<file path="src/rtl/pdm_cic_decim.sv">
// pdm_cic_decim: N-stage CIC decimator turning a 1-bit PDM stream into signed PCM samples.
// Integrators run at the strobe rate; combs are driven by a token that ripples one stage per clock.
module pdm_cic_decim #(
  parameter int ORDER = 4,
  parameter int R     = 32,
  parameter int M     = 1,
  parameter int OUT_W = 16
) (
  input  logic             clk,
  input  logic             rst,
  input  logic             we,
  input  logic             data_in,
  output logic [OUT_W-1:0] data_out,
  output logic             valid
);
  localparam int W_ACC = ORDER*$clog2(R*M)+2;
  localparam int CNT_W = $clog2(R);
  logic [W_ACC-1:0] integ [ORDER];
  logic [W_ACC-1:0] comb [ORDER];
  logic [W_ACC-1:0] comb_in [ORDER];
  logic [W_ACC-1:0] dly [ORDER][M];
  logic [W_ACC-1:0] x, cap, cap_next;
  logic [OUT_W-1:0] scaled;
  logic [CNT_W-1:0] cnt;
  logic [ORDER:0]   tok;
  logic             tick;
  assign x    = data_in ? W_ACC'(1) : '1;
  assign tick = we && cnt == CNT_W'(R-1);
  // cap sees the value the last integrator takes on this same edge
  if (ORDER == 1) begin : g_cap1
    assign cap_next = integ[0] + x;
  end else begin : g_capn
    assign cap_next = integ[ORDER-2] + integ[ORDER-1];
  end
  for (genvar k = 0; k < ORDER; k++) begin : g_in
    if (k == 0) begin : g_first
      assign comb_in[k] = cap;
    end else begin : g_rest
      assign comb_in[k] = comb[k-1];
    end
  end
  if (OUT_W < W_ACC) begin : g_trunc
    assign scaled = comb[ORDER-1][W_ACC-1 -: OUT_W];
  end else begin : g_sext
    assign scaled = OUT_W'($signed(comb[ORDER-1]));
  end
  always_ff @(posedge clk or posedge rst) begin
    if (rst) begin
      for (int i = 0; i < ORDER; i++) begin
        integ[i] <= '0;
        comb[i]  <= '0;
        for (int j = 0; j < M; j++) dly[i][j] <= '0;
      end
      cnt      <= '0;
      cap      <= '0;
      tok      <= '0;
      data_out <= '0;
      valid    <= 1'b0;
    end else begin
      if (we) begin
        integ[0] <= integ[0] + x;
        for (int i = 1; i < ORDER; i++) integ[i] <= integ[i] + integ[i-1];
        cnt <= tick ? '0 : cnt + 1'b1;
      end
      if (tick) cap <= cap_next;
      tok <= {tok[ORDER-1:0], tick};
      for (int k = 0; k < ORDER; k++) begin
        if (tok[k]) begin
          comb[k]   <= comb_in[k] - dly[k][M-1];
          dly[k][0] <= comb_in[k];
          for (int j = 1; j < M; j++) dly[k][j] <= dly[k][j-1];
        end
      end
      valid <= tok[ORDER];
      if (tok[ORDER]) data_out <= scaled;
    end
  end
endmodule

</file>
<file path="config.mk">
export PLATFORM = sky130hd
export DESIGN_NAME = pdm_cic_decim
export DESIGN_NICKNAME = d
export VERILOG_FILES = /design/src/rtl/pdm_cic_decim.sv
export SDC_FILE = /design/constraint.sdc
export NUM_CORES = 1
export LEC_CHECK = 0
export CAP_MARGIN = 5
export CORE_UTILIZATION = 55
export CTS_CLUSTER_DIAMETER = 60
export DETAILED_ROUTE_END_ITERATION = 6
export PLACE_DENSITY_LB_ADDON = 0.1
export SLEW_MARGIN = 20
export SYNTH_ARGS = -nofsm -noshare
export SYNTH_HDL_FRONTEND = slang
export SYNTH_SLANG_ARGS = --single-unit
</file>
<file path="constraint.sdc">
create_clock -name clk -period 18.15 [get_ports clk]
set_input_delay 3.63 -clock clk [delete_from_list [all_inputs] [get_ports clk]]
set_output_delay 3.63 -clock clk [all_outputs]
set_load 0.01 [all_outputs]
</file>
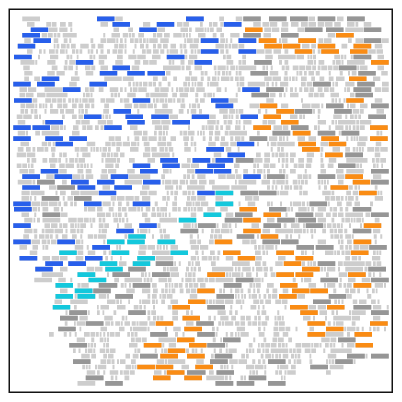
Run 1: register map, names as in the netlist
(2 px per µm)
signal	color	flops
cap	cyan	22
integ	blue	88
comb	orange	82
not colored	115

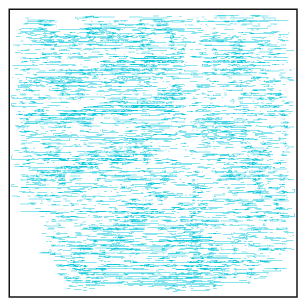
Run 1: metal 1
(1.5 px per µm)
main direction	horizontal
share of all routed wire	47%
nets with wire on the layer	2143
longest straight run	46.9 µm

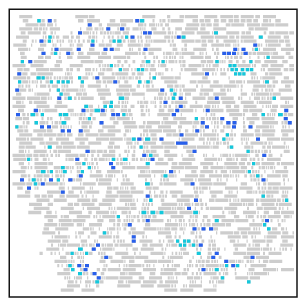
Run 1: gate families picked out
(1.5 px per µm)
family	color	cells	where
XOR/XNOR gates	blue	113	all over the die
AND-OR and OR-AND gates	cyan	130	all over the die

==> ci_impl_report.md, run 1 <==
## Implementation flow summary

| Metric | Value |
|---|---|
| Placed Cells | around 2500 |
| Worst r2r dst | comb[60]$_DFFE_PP0P_ |
| Worst hold path type | register to register |
| Overflow after GRT | 0 |
| Seq share, synth | 39.2% |
| Reg2reg setup slack | 14850 ps |
| Initial detailed-routing violation count | between 800 and 900 |
| Worst Hold Depth | 1 |
| Gr usage total | a little under a quarter |
| Post-DRT Antenna Nets | 0 |
| Crit start category | primary input |
| Worst Hold Endpoint | comb[9]$_DFFE_PP0P_ |
| Total Neg Setup Slack | 0 ps |
| Yosys warning tally | 0 |
| Final period util | 38.0% |
| RePlAce Congestion | 0.849 |
| RSZ-0062 raised after global routing | false |
| Synth Cell Area | around 20000 µm² |
| Most instantiated logic cell after routing | dfrtp_1 |
| Crit path DAT | between 7000 and 8000 ps |
| Cell family with most CP delay | AND-OR/OR-AND gates |
| CP Capture Type | register |
| Residual DRC | 0 |
| Placement Setup Slack | approximately 11000 ps |
| Max_slew headroom | 38.8% |
| # Max-Cap Violations | 0 |
| Ant. Diodes | 0 |
| Most frequent logic cells in the routed design | 303 x dfrtp_1, 179 x nand2_1, 168 x ha_1 |
| Area growth from synthesis to layout | 10.1% |
| Boundary Pins | 21 |
| Maximum net fanout on the critical path | 21 |
| Drt via density | between 5 and 6 |
| Crit path to | integ[86]$_DFFE_PP0P_ |
| Post-Layout Cell Count | 2539 |
| Async SR Flop Fraction | 100% |
| Row count | 68 |
| Yosys cell count | 2056 |
| Total CTS buffers | 39 |
| Simple-gate share of the synthesized area | 11.9% |
| Share of cells above drive strength 1 | a little under an eighth |
| Worst-Margin Slew | around 900 ps |
| Stages on worst setup path | 11 |
| Dpl hpwl | 29.7 mm |
| CTS sink cnt | 307 |
| Clk latency late pin | ~520 ps |
| Final Hold Violating Endpoints | 0 |
| Worst path cell trace | clkdlybuf4s50_1 > inv_1 > ha_1 > a21oi_1 > nand2_1 > o311ai_0 > a21boi_0 > o22ai_1 > o21ai_0 > xor2_1 > mux2_2 |
| Post-CTS setup buffers | 0 |
| Die height | around 190 µm |
| Yosys chip area | about 20000 µm² |
| Compound Share, Synth | 19.7% |
| H-tree Lvls | 2 |
| Critical Path Start | data_in |
| Drt pass-1 iters | 5 |
| Wire per inst | 16.2 µm |
| Worst setup path class | primary input to register |
| Final Cell Area | around 22000 µm² |
| Global-route wire length before repair | between 70 and 80 mm |
| Worst R2R Start | comb[66]$_DFFE_PP0P_ |
| Clk Tree Root Cell | clkbuf_16 |
| Main synth FF type | dfrtp_1 |
| Slowest cell on the critical path | inv_1 |
| Tmin final | approximately 6900 ps |
| Synth mux share | 8.56% |
| Clock buffer depth | 3 |
| Die W | approximately 190 µm |
| R2R cell count | 12 |
| Adder Area Share | 11.4% |
| Hold Worst Slack | slightly below 500 ps |
| Number of buffer and inverter stages on the critical path | 2 |
| Status | finished, final reports clean |
| Vias | approximately 15000 |
| Post-synth net total | about 2200 |
| Number of enable flip-flop cells | 0 |
| Final setup vio count | 0 |
| Nets | 2234 |
| Final tally of max-slew violations | 0 |
| Synthesized netlist cell count | 2056 |
| TritonCTS clock tree | yes |
| Placed inst area | 20200 µm² |
## run 1: routing by layer
| metal | part of all wire (%) | wire [µm] | up-vias | global-route usage, % |
|---|---|---|---|---|
| met5 | 0 | 0 | - | 0 |
| met4 | 2.2 | 900 | 0 | 6.09 |
| met3 | 2.6 | 1070 | 65 | 2.71 |
| met2 | 49 | 20000 | 181 | 40.3 |
| met1 | 47 | 19200 | 7167 | 31.4 |
| li1 | - | - | 7409 | - |
## run 1: synth_stat cells, types with 25 or more instances
cell type | count | area [µm²]
dfrtp_1 | 307 | 7680
nand2_1 | 179 | 672
ha_1 | 168 | 2100
o21ai_0 | 166 | 831
inv_1 | 143 | 537
mux2_2 | 141 | 1590
a21oi_1 | 135 | 676
nor2_1 | 117 | 439
xnor2_1 | 77 | 674
a21o_1 | 66 | 495
clkbuf_1 | 58 | 218
nor3_1 | 45 | 225
nand3_1 | 43 | 215
xor2_1 | 35 | 307
a211oi_1 | 25 | 188
o21a_1 | 25 | 188
## run 1: registers in the layout, summed over array words and instances, names as in the netlist
name      cells
tok           5
dly          88
cnt           5
valid         1
cap          22
data_out     16
integ        88
comb         82
## run 1: cell type report
cell class / count / area (µm²)
multi-input combinational: 1534 / 11100
fill: 2944 / 13200
inverter: 144 / 548
sequential: 307 / 7690
clock inverter: 19 / 289
clock buffer: 51 / 1100
timing repair buffer: 29 / 265
tap: 455 / 569
--- run 2 (diff from run 1) ---
clock period = 6.85 ns   (was 18.15 ns; I/O delays follow)
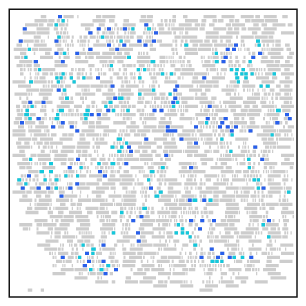
Run 2: gate families picked out
(1.5 px per µm)
family	color	cells	where
XOR/XNOR gates	blue	113	all over the die
AND-OR and OR-AND gates	cyan	130	all over the die

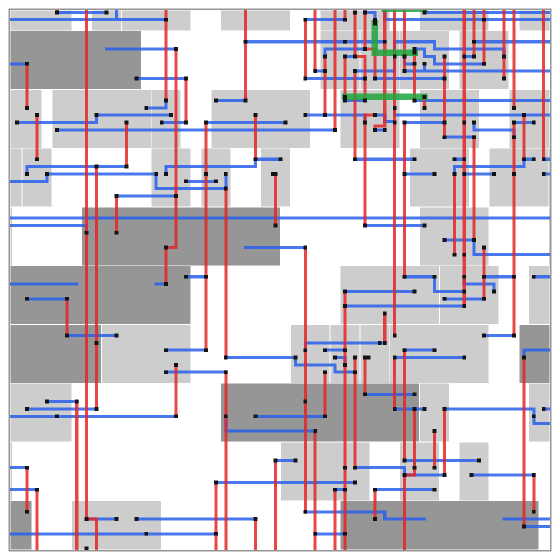
Run 2: zoomed window
Window x 131 to 156, y 131 to 156 µm. Cells in gray, sequential cells in the stronger gray; small squares are vias.
layer	color
met1	blue
met2	red
met3	green
sequential cells in the window	5
netlist names of flops here include	dly (4), comb (1)
most frequent	a21o_1 (6), o21ai_0 (5), dfrtp_1 (5)
cells with their middle in the window	37

==> ci_impl_report.md, run 2 <==
## Implementation flow summary

| Metric | Value |
|---|---|
| Placed Cells | 2469 (unchanged) |
| Initial antenna violation count | 0 |
| Yosys cell count | 2056 (unchanged) |
| Clk Tree Root Cell | clkbuf_16 |
| Yosys chip area | 19600 µm² (unchanged) |
| RSZ-0062 raised after global routing | false |
| Final setup vio count | 0 (unchanged) |
| Routed wl met3 | 1.04 mm (-2.9%) |
| Global route hottest layer | met2 |
| Vias | 14800 (-0.18%) |
| Overflow after GRT | 0 (unchanged) |
| Area growth from synthesis to layout | 9.62% |
| Placement Setup Slack | 1870 ps (-8930 ps) |
| Share of cells above drive strength 1 | 11.7% (-0.16 points) |
| Biggest regs | dly (88), integ (88), comb (82) |
| Met1 WL | 19.3 mm (+0.74%) |
| Seq share, synth | 39.2% (unchanged) |
| Most frequent logic cells in the routed design | 303 x dfrtp_1, 179 x nand2_1, 168 x ha_1 |
| Global-route wire length before repair | 69.4 mm (-1.8%) |
| Hold Worst Slack | 487 ps (+2.00 ps) |
| Number of enable flip-flop cells | 0 (unchanged) |
| Post-synth top cells | 307 x dfrtp_1, 179 x nand2_1, 168 x ha_1 |
| Boundary Pins | 21 (unchanged) |
| Nets | 2233 (-0.045%) |
| # Max-Cap Violations | 0 (unchanged) |
| Slowest cell on the critical path | inv_1 |
| Routed WL | between 40 and 50 mm |
| Yosys top cell area share | 39.2% (unchanged) |
| Drt via density | 5.84 (about the same) |
| Biggest area cells | dfrtp_1 39%, ha_1 11%, mux2_2 8.1%, o21ai_0 4.2%, a21oi_1 3.4% |
| Distinct lib cells | between 70 and 80 |
| Final tally of max-slew violations | 0 (unchanged) |
| Core area | 34800 µm² |
| Fillers | 2989 (+1.5%) |
| CP Capture Type | register |
| Post-Layout Cell Count | 2534 (-0.20%) |
| Count leader, synth | dfrtp_1 |
| Total CTS buffers | 38 (-2.6%) |
| Initial detailed-routing violation count | 822 (-5.3%) |
| Top layer in use | met4 |
| Area leader, netlist | dfrtp_1 |
| Die height | 191 µm (unchanged) |
| Fmax | roughly 220 MHz |
| Die Size | 36400 µm² |
| Async SR Flop Fraction | 100% (unchanged) |
| Gr usage total | 23.0% (-0.45 points) |
| Total Neg Setup Slack | 0 ps (unchanged) |
| Clk latency late pin | 530 ps (about the same) |
| Synthesized netlist cell count | 2056 (unchanged) |
| Vias in the first global route | 14300 |
| PnR worst setup slack | 2320 ps |
| Max_slew headroom | 37.9% (-0.88 points) |
| Residual DRC | 0 (unchanged) |
| Die W | 191 µm (unchanged) |
| Status | finished, final reports clean |
| Most instantiated logic cell after routing | dfrtp_1 |
| Tmin final | ~4500 ps |
| Post-CTS setup buffers | 0 (unchanged) |
| Reg2reg setup slack | 3580 ps (-11270 ps) |
| RePlAce Congestion | 0.878 (+3.4%) |
| Yosys reg bits | approximately 300 |
| Routed met2 length | 19.5 mm (-2.3%) |
| Clock buffer depth | 3 (unchanged) |
| Placed inst area | 20200 µm² (+0.17%) |
| TritonCTS clock tree | yes |
| Worst path cell trace | clkdlybuf4s50_1 > inv_1 > ha_1 > a21oi_1 > nand2_1 > o311ai_0 > a21boi_0 > o22ai_1 > o21ai_0 > xor2_1 > mux2_2 |
| Final Cell Area | 21500 µm² (-0.41%) |
| Row count | 68 (unchanged) |
| Clock transition at the registers of the reported paths | around 60 ps |
| Yosys warning tally | 0 (unchanged) |
| CTS sink cnt | 307 (unchanged) |
| Drt pass-1 iters | 5 (unchanged) |
| H-tree Lvls | 2 (unchanged) |
| Crit start category | primary input |
| Final Hold Violating Endpoints | 0 (unchanged) |
| Synth Cell Area | 19600 µm² (unchanged) |
| Post-synth net total | 2235 (unchanged) |
| Ant. Diodes | 0 (unchanged) |
| Worst setup path class | primary input to register |
| Final period util | between 60 and 70% |
| Main synth FF type | dfrtp_1 |
| Worst-Margin Slew | 930 ps (+11.2 ps) |
| Crit path DAT | 4940 ps (-2350 ps) |
| Worst hold path type | register to register |
| Dpl hpwl | 29.5 mm (-0.80%) |
| Maximum net fanout on the critical path | 21 (unchanged) |
| Met2 GRT Util | 39.0% (-1.3 points) |
| Post-DRT Antenna Nets | 0 (unchanged) |
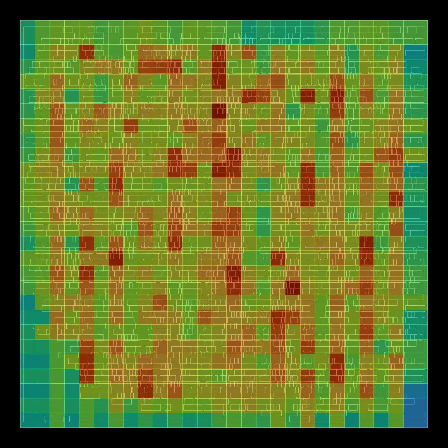
Run 2: routing congestion map
Util after Layout: 61.7%
GR Util met3: 2.63%
wire per inst: 16.0 µm
met1 GRT Util: 31.5%

## run 2: cell types whose count changed in the layout (fill, tap and decap cells not counted), sizes merged
| cell | previous run | this run |
|---|---|---|
| bufinv | 7 | 4 |
| inv | 145 | 143 |
| clkinvlp | 0 | 1 |
| clkbuf | 51 | 50 |
## run 2: final cells by class
cell class / instances / area [µm²] / share of cell area, %
clock buffer: 50 / 1080 / 5.01
clock inverter: 15 / 194 / 0.903
tap: 455 / 569 / 2.65
sequential: 307 / 7690 / 35.8
timing repair buffer: 29 / 303 / 1.41
inverter: 144 / 544 / 2.53
multi-input combinational: 1534 / 11100 / 51.7
## run 2: worst paths after layout
check / startpoint / endpoint / cells past startpoint
max in group asynchronous: rst / tok[2]$_DFF_PP0_ / 3
max: data_in / integ[86]$_DFFE_PP0P_ / 11
min: comb[9]$_DFFE_PP0P_ / comb[9]$_DFFE_PP0P_ / 1
min in group asynchronous: rst / dly[67]$_DFFE_PP0P_ / 2
min reg2reg: comb[9]$_DFFE_PP0P_ / comb[9]$_DFFE_PP0P_ / 1
max reg2reg: integ[23]$_DFFE_PP0P_ / integ[39]$_DFFE_PP0P_ / 9
## run 2: logic make-up after synthesis
logic type / after synthesis / synth area share [%]
AND-OR/OR-AND: 597 / 19.7
AND/OR/NAND/NOR: 499 / 11.9
flip-flops: 307 / 39.2
buffers and inverters: 215 / 4.12
XOR/XNOR: 113 / 5.12
adder cells (fa/ha/maj): 175 / 11.4
multiplexers: 150 / 8.56
## run 2: critical path: cells and delay by family
| kind | cells | cell delay (ps) |
|---|---|---|
| adder cells (fa/ha/maj) | 1 | 410 |
| buffers and inverters | 2 | 1260 |
| multiplexers | 1 | 260 |
| XOR/XNOR | 1 | 160 |
| AND-OR/OR-AND | 5 | 1360 |
| AND/OR/NAND/NOR | 1 | 90 |
--- run 3 (diff from run 2) ---
clock period = 4.11 ns   (was 6.85 ns; I/O delays follow)
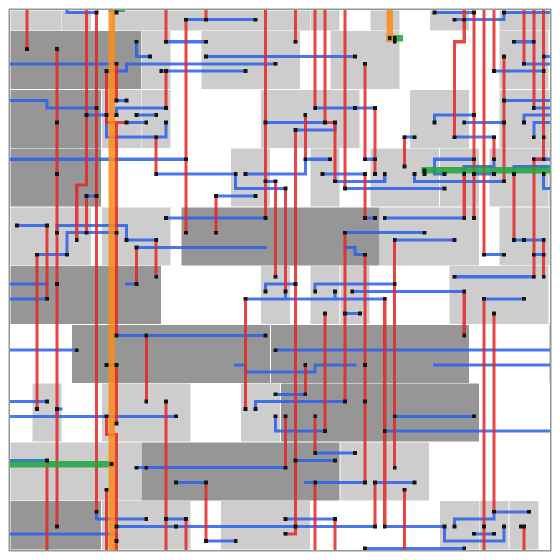
Run 3: zoomed window
Window x 131 to 156, y 131 to 156 µm. Cells in gray, sequential cells in the stronger gray; small squares are vias.
layer	color
met2	red
met4	orange
met1	blue
met3	green
netlist names of flops here include	dly (4), comb (3)
sequential cells in the window	7
cells with their middle in the window	39
most frequent	dfrtp_1 (7), mux2_2 (5)

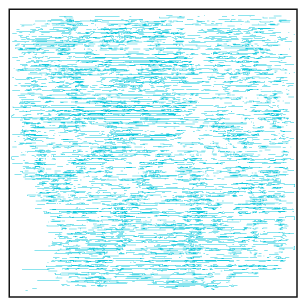
Run 3: metal 1
(1.5 px per µm)
longest straight run	52.4 µm
wire length on this layer	19500 µm
share of all routed wire	47%

==> ci_impl_report.md, run 3 <==
## Implementation flow summary

| Metric | Value |
|---|---|
| Fmax | approximately 300 MHz |
| Tmin final | between 3000 and 4000 ps |
| Area growth from synthesis to layout | 9.74% |
| Met2 GRT Util | 40.7% (+1.7 points) |
| CTS sink cnt | 307 (unchanged) |
| Yosys reg bits | 307 (unchanged) |
| Drt pass-1 iters | 7 (+2) |
| Post-DRT Antenna Nets | 0 (unchanged) |
| Routed met2 length | 20.2 mm (+3.1%) |
| Nets | 2239 (+0.27%) |
| CP Capture Type | register |
| Worst R2R Start | integ[23]$_DFFE_PP0P_ |
| Hold Worst Slack | 474 ps (-13.0 ps) |
| Die height | 191 µm (unchanged) |
| Share of cells above drive strength 1 | 12.0% (+0.28 points) |
| Final Hold Violating Endpoints | 0 (unchanged) |
| Wire per inst | 16.4 µm (+2.1%) |
| Worst Min Path Start | comb[9]$_DFFE_PP0P_ |
| Worst setup path class | primary input to register |
| Floorplan utilization | between 50% and 60% |
| H-tree Lvls | 2 (unchanged) |
| Reg2reg setup slack | 950 ps (-2630 ps) |
| RePlAce Congestion | 0.835 (-4.9%) |
| Distinct lib cells | 75 (unchanged) |
| Synth Cell Area | 19600 µm² (unchanged) |
| Residual DRC | 0 (unchanged) |
| Total Neg Setup Slack | 0 ps (unchanged) |
| Core area | 34800 µm² (unchanged) |
| Global route hottest layer | met2 |
| Vias in the first global route | 14600 (+1.8%) |
| Worst path cell trace | clkdlybuf4s50_1 > inv_1 > ha_1 > a21oi_1 > nand2_1 > o311ai_0 > a21boi_0 > o22ai_1 > o21ai_0 > xor2_1 > mux2_2 |
| MI comb area | 11100 µm² (unchanged) |
| Biggest area cells | dfrtp_1 39%, ha_1 11%, mux2_2 8.1%, o21ai_0 4.2%, a21oi_1 3.4% |
| Final tally of max-slew violations | 0 (unchanged) |
| Worst r2r dst | integ[39]$_DFFE_PP0P_ |
| R2R cell count | 10 (+1) |
| Final setup vio count | 0 (unchanged) |
| Post-CTS Hold Fix Bufs | 0 |
| Number of buffer and inverter stages on the critical path | 2 (unchanged) |
| Critical Path RT | 4510 ps |
| Synthesized netlist cell count | 2056 (unchanged) |
| Yosys top cell area share | 39.2% (unchanged) |
| Worst Hold Depth | 1 (unchanged) |
| Yosys chip area | 19600 µm² (unchanged) |
| Drt via density | 5.84 (about the same) |
| Biggest regs | dly (88), integ (88), comb (82) |
| Slowest cell on the critical path | o311ai_0 |
| Boundary Pins | 21 (unchanged) |
| Largest net degree at the start of global routing | between 100 and 150 |
| Syn avg cell area | ~9.5 µm² |
| Crit path DAT | 3780 ps (-1160 ps) |
| Clock transition at the registers of the reported paths | 60 ps (about the same) |
| Ant. Diodes | 0 (unchanged) |
| Yosys cell count | 2056 (unchanged) |
| Routed WL | 41.6 mm (+2.5%) |
| Crit-path max cell delay | between 500 and 600 ps |
| Overflow after GRT | 0 (unchanged) |
| Die Size | 36400 µm² (unchanged) |
| Post-cts sizing count | 0 |
| Final Skew | about 18 ps |
| Die W | 191 µm (unchanged) |
| Area leader, netlist | dfrtp_1 |
| Initial antenna violation count | 0 (unchanged) |
| Vias | 14800 (+0.33%) |
| Max_slew headroom | 38.3% (+0.42 points) |
| Crit start category | primary input |
| Gr usage total | 23.6% (+0.52 points) |
| # Max-Cap Violations | 0 (unchanged) |
| Met1 GRT Util | 31.5% (about the same) |
| Yosys warning tally | 0 (unchanged) |
| Worst hold path type | register to register |
| Routed wl met3 | 1.16 mm (+11%) |
| Fillers | 2964 (-0.84%) |
| RSZ-0062 raised after global routing | false |
| Clk Tree Root Cell | clkbuf_16 |
| Async SR Flop Fraction | 100% (unchanged) |
| Most frequent logic cells in the routed design | 303 x dfrtp_1, 179 x nand2_1, 168 x ha_1 |
| Cell family with most CP delay | AND-OR/OR-AND gates |
| Post-synth net total | 2235 (unchanged) |
| GR Util met3 | 2.54% (-0.092 points) |
| Global-route wire length before repair | 70.9 mm (+2.3%) |
| Sequential cell area | 7690 µm² (unchanged) |
| Final period util | 82.4% |
| Log Warnings | 29 |
| Total CTS buffers | 37 (-2.6%) |
| Seq share, synth | 39.2% (unchanged) |
| Initial detailed-routing violation count | 660 (-20%) |
| Worst Hold Endpoint | comb[9]$_DFFE_PP0P_ |
| Post-CTS setup buffers | 0 (unchanged) |
| IO Port Bufs | 20 |
| Met1 WL | 19.5 mm (+1.2%) |
| Row count | 68 (unchanged) |
| TritonCTS clock tree | yes |
| Count leader, synth | dfrtp_1 |
| Post-synth top cells | 307 x dfrtp_1, 179 x nand2_1, 168 x ha_1 |
| Stages on worst setup path | 11 (unchanged) |
| Worst-Margin Slew | 925 ps (-4.38 ps) |
| Main synth FF type | dfrtp_1 |
| Most instantiated logic cell after routing | dfrtp_1 |
| Clock buffer depth | 3 (unchanged) |
| Top layer in use | met4 |
| Dpl hpwl | 30.4 mm (+3.2%) |
| Status | finished, final reports clean |
| Clk latency late pin | 520 ps (about the same) |
| Number of enable flip-flop cells | 0 (unchanged) |
| Maximum net fanout on the critical path | 9 (-57%) |
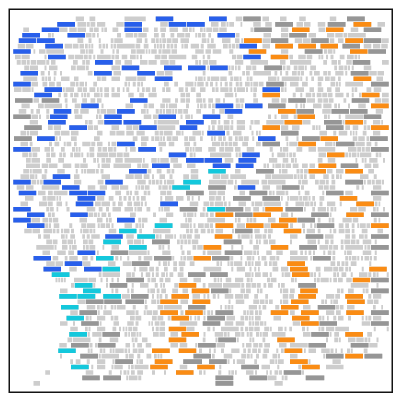
Run 3: register map, names as in the netlist
(2 px per µm)
signal	color	flops
cap	cyan	22
comb	orange	82
integ	blue	88
not colored	115

==> run 3: cell counts after synthesis <==
No cell type changed its count.
==> run 3: layout make-up <==
type	instances	area share [%]
clock inverter	20	1.15
inverter	144	2.53
multi-input combinational	1534	51.6
tap	455	2.65
clock buffer	47	4.62
timing repair buffer	36	1.65
sequential	307	35.7
==> run 3: stage by stage <==
stage	utilization, %	worst slack (ps)	instance area (µm²)	instances
6_report	61.8	723	21500	2543
5_1_grt	61.8	518	21500	2543
4_1_cts	61.8	719	21500	2543
3_5_place_dp	58.2	230	20300	2476
2_1_floorplan	-	-797	19600	2056
3_3_place_gp	58.2	262	20300	2476
==> run 3: cells by family (layout without fill, tap and decap cells) <==
logic type / after synthesis / after routing / synth area share, %
compound gates: 597 / 597 / 19.7
simple gates: 499 / 499 / 11.9
flops: 307 / 307 / 39.2
buf+inv: 215 / 247 / 4.12
fa+ha+maj: 175 / 175 / 11.4
mux: 150 / 150 / 8.56
xor+xnor: 113 / 113 / 5.12
==> run 3: how the worst max path moves through the flow <==
| stage | end | start | slack, ps |
|---|---|---|---|
| finish | integ[86]$_DFFE_PP0P_ | data_in | 720 |
| global route | integ[86]$_DFFE_PP0P_ | data_in | 520 |
| CTS | integ[86]$_DFFE_PP0P_ | data_in | 720 |
| detailed placement | integ[86]$_DFFE_PP0P_ | data_in | 230 |
| global placement | integ[86]$_DFFE_PP0P_ | data_in | 260 |
| floorplan | cap[0]$_DFFE_PP0P_ | rst | -800 |
